==> config.mk <==
export PLATFORM = sky130hd
export DESIGN_NAME = bus_port_fifo_flat
export DESIGN_NICKNAME = d
export VERILOG_FILES = /design/src/rtl/bus_port_fifo_pkg.sv /design/src/rtl/bus_port_fifo_if.sv /design/src/rtl/bus_port_sync_fifo.sv /design/src/rtl/bus_port_fifo.sv /design/src/flat_wrapper.sv
export SDC_FILE = /design/constraint.sdc
export NUM_CORES = 1
export LEC_CHECK = 0
export ABC_AREA = 0
export CAP_MARGIN = 0
export CORE_ASPECT_RATIO = 0.6
export CORE_UTILIZATION = 50
export DETAILED_ROUTE_END_ITERATION = 7
export GPL_TIMING_DRIVEN = 0
export PLACE_DENSITY = 0.68
export SETUP_SLACK_MARGIN = 0.5
export SYNTH_ARGS = -nofsm -noshare
export SYNTH_HDL_FRONTEND = slang
export SYNTH_SLANG_ARGS = --single-unit
==> constraint.sdc <==
create_clock -name clk -period 3.5 [get_ports clk]
set_input_delay 0.35 -clock clk [delete_from_list [all_inputs] [get_ports clk]]
set_output_delay 0.35 -clock clk [all_outputs]
set_load 0.005 [all_outputs]
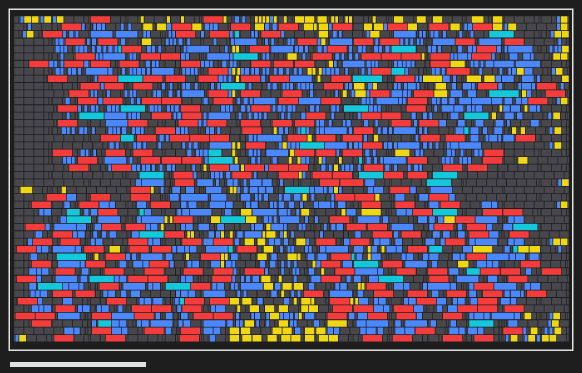
Fig. 1. Placement by cell class (run 1).
Bar = 50 um. Fill, decap, tap and diode cells in grey.
Key: yellow = remaining buffers and delay cells [cells 210, share of their area 11%]; red = sequential cells [cells 272, share of their area 38%]; blue = combinational and other logic [cells 981, share of their area 45%]; cyan = clock drivers and dummy loads [cells 47, share of their area 6.3%]
Placement Rows: 44
core area: 0.0244 mm2
post-route cell area: 0.0149 mm2

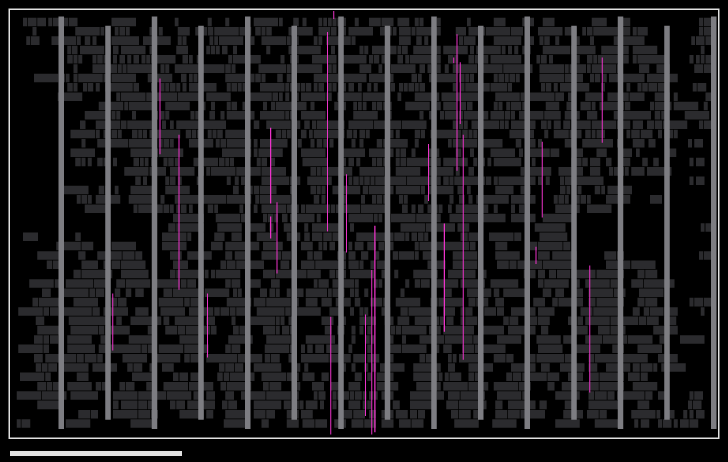
Fig. 2. Met4 routing (run 1).
Bar = 50 um. Supply wires on this layer in grey.
14 nets have wire on it. The layer holds 1.7% of the routed length. The longest straight run is 65.3 um. The layer carries 662 um of wire. The wires run mostly vertical.
DR vias: 10600
final wirelength: 38.3 mm

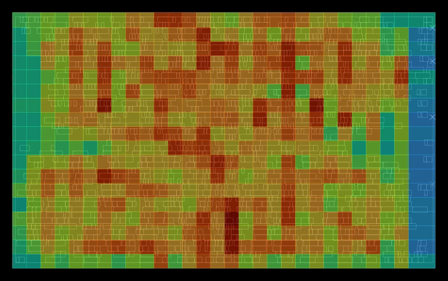
Fig. 3. Congestion heat map (run 1).
Avg WL per Cell: 20.9 um
grt peak-use layer: met1
Tot GR Track Use: 30.3%
met3 GRT Util: 7.95%
met1 usage: 49.4%

==> impl_metrics.tcl <==
# flow metrics
set metrics [dict create \
    yosys.cell_types.count 45 \
    ys_warn_count 0 \
    crit_type "reg -> out" \
    ys_ff 272 \
    yosys-dominant-comb-family "simple AND/OR/NAND/NOR gates" \
    violations "DRC" \
    post_layout_nonfiller_instances 1833 \
    rrSetupSlack_ns 0.63 \
    clk_latency_ns 0.54 \
    power_leader "sequential cells" \
    tns_ns 0 \
    synth-simple-area-share_pct 20.5 \
    cap_violations 0 \
    rsz0062_at_grt "yes" \
    ys_seq_share_pct 43.5 \
    hold_path_class "in -> reg" \
    grt_max_degree 15 \
    power_leakage_nw 5.65 \
    whs_ns 0.195 \
    top_cell_area_share_pct 43.5 \
    finClkSkew_ns 0.0142 \
    comb_power_mw 1.41 \
    outcome "finished, violations left" \
    rr_worst_depth 10 \
    fin_crit_ns 2.95 \
    cp_top_family "buffers and inverters" \
    grt_pass1_wl_mm 59.1 \
    root_buffer "clkbuf_16" \
    met2_wirelength_mm 15.1 \
    die-height_um 125 \
    drt_iter0_markers 1078 \
    relSlewSlack_pct 44.3 \
    internal_power_mw 5.58 \
    cts.sinks 272 \
    wl_met3_mm 3.64 \
    fill_cells 2109 \
    clkPwrFrac_pct 39.4 \
    num_io_pins 115 \
    synth.cellmix.compoundShare_pct 10.0 \
    p_comb_share_pct 18.4 \
    powerDensity_mw_per_mm2 516 \
    syn_inst 1368 \
    crit_path_end_kind "output pin" \
    topRoutingLayerUsed "met4" \
    path_max_fanout 8 \
    yosys-stat-area_mm2 0.0125 \
    final_util_pct 60.9 \
    peakVddDrop_uv 329 \
    finalMaxSlewViolations 0 \
    hold_depth 3 \
    cts_buffers 26 \
    grt_util_met2_pct 38.9 \
    max_stage_delay_ns 0.60 \
    power_switching_mw 2.08 \
    ff_type "dfxtp_1" \
    yosys_cells 1368 \
    antenna_found_initial 1 \
    synth-edff-count 0 \
    post_cts_buffers 0 \
    powerSeq_mw 3.23 \
    start_kind "flip-flop" \
    pwr-share-seq_pct 42.1 \
    synthTopCellsByCount "nand2_1, dfxtp_1, a21oi_1" \
    worst_pin_slew_ns 0.832 \
    port_buffers 64 \
    hpwlAfterDp_mm 27.6 \
    routabilityCongestion 0.929 \
    antenna_left 0 \
    powerClk_mw 3.02 \
    dp.cells 1785 \
    clockBufferDepth 3 \
    fin_nets 1541 \
    mux_area_share_pct 16.9 \
    fin_crit_sh_pct 84.2 \
    setup_violations 0 \
    async_flop_share_pct 0 \
    area_growth_pct 18.8 \
    grt_overflow_total 0 \
    hold_viol 0 \
    slowest_stage "dfxtp_1" \
    max_freq_mhz 339 \
    syn_area_mm2 0.0125 \
    grt_pass1_vias 10100 \
    yosysTopAreaCell "dfxtp_1" \
    top_cells_by_area "dfxtp_1, mux4_2, nand2_1, a21oi_1, mux2i_1" \
    fa_ha_area_share_pct 1.32 \
    drive_gt1_share_pct 13.5 \
    p_sw_share_pct 27.2 \
    cp_cell_sequence "inv_1 > fa_1 > xnor2_1 > clkdlybuf4s50_1" \
    cp.arrival_ns 2.60 \
    htreeDepth 1 \
    xor_area_share_pct 1.48 \
    dieArea_mm2 0.0257 \
    viasPerCell 5.77 \
    drc 7 \
    dr.pass1.iters 7 \
    required_ns 3.15 \
    warning_count 28 \
    dieWidth_um 206 \
]
==> run 1: placed cells by master (no fill, tap or decap), types with 3 or more instances in the layout <==
cell type / Yosys / routed
buf_6: 3 / 11
o211ai_1: 3 / 3
clkbuf_8: 0 / 8
nand3_1: 5 / 4
bufinv_16: 0 / 3
buf_12: 0 / 4
mux4_2: 64 / 64
inv_1: 14 / 14
nor2_1: 16 / 15
nand2_1: 360 / 359
ha_4: 0 / 4
clkbuf_1: 84 / 74
buf_8: 0 / 3
a21oi_1: 135 / 135
buf_2: 24 / 16
ha_1: 10 / 6
clkdlybuf4s50_1: 0 / 58
dlygate4sd2_1: 0 / 4
clkbuf_2: 0 / 5
o21ai_0: 67 / 67
dfxtp_1: 272 / 270
nand3b_1: 65 / 65
xnor2_1: 12 / 12
clkinv_2: 0 / 8
nand2b_1: 81 / 81
buf_4: 32 / 32
conb_1: 1 / 32
mux2i_1: 67 / 67
clkbuf_16: 0 / 27
xor2_1: 6 / 6
==> run 1: through the flow <==
step	setup slack, ns	area (um2)	power (mW)
6_report	0.554	14900	7.66
5_1_grt	0.470	14900	7.90
4_1_cts	0.379	14800	7.61
3_5_place_dp	-0.450	13700	4.58
3_3_place_gp	-0.358	13700	4.57
2_1_floorplan	0.721	12600	4.06
==> run 1: layout make-up <==
type | count | area [um2] | area share, %
multi-input cells | 965 | 6490 | 43.7
flip-flops and latches | 272 | 5450 | 36.7
plain buffers | 146 | 893 | 6.01
clock buffers | 37 | 783 | 5.27
repair buffers | 64 | 641 | 4.31
well taps | 322 | 403 | 2.71
clock inverters | 10 | 125 | 0.842
inverters | 16 | 68.8 | 0.463
diodes | 1 | 2.50 | 0.0168
==> run 1: what timing repair did <==
item / 4_1_cts / 5_1_grt
pin swaps: 0 / 1
endpoints found under the setup margin: 307 / 100
resized: 67 / 27
Power is estimated from default activity; no workload was simulated.
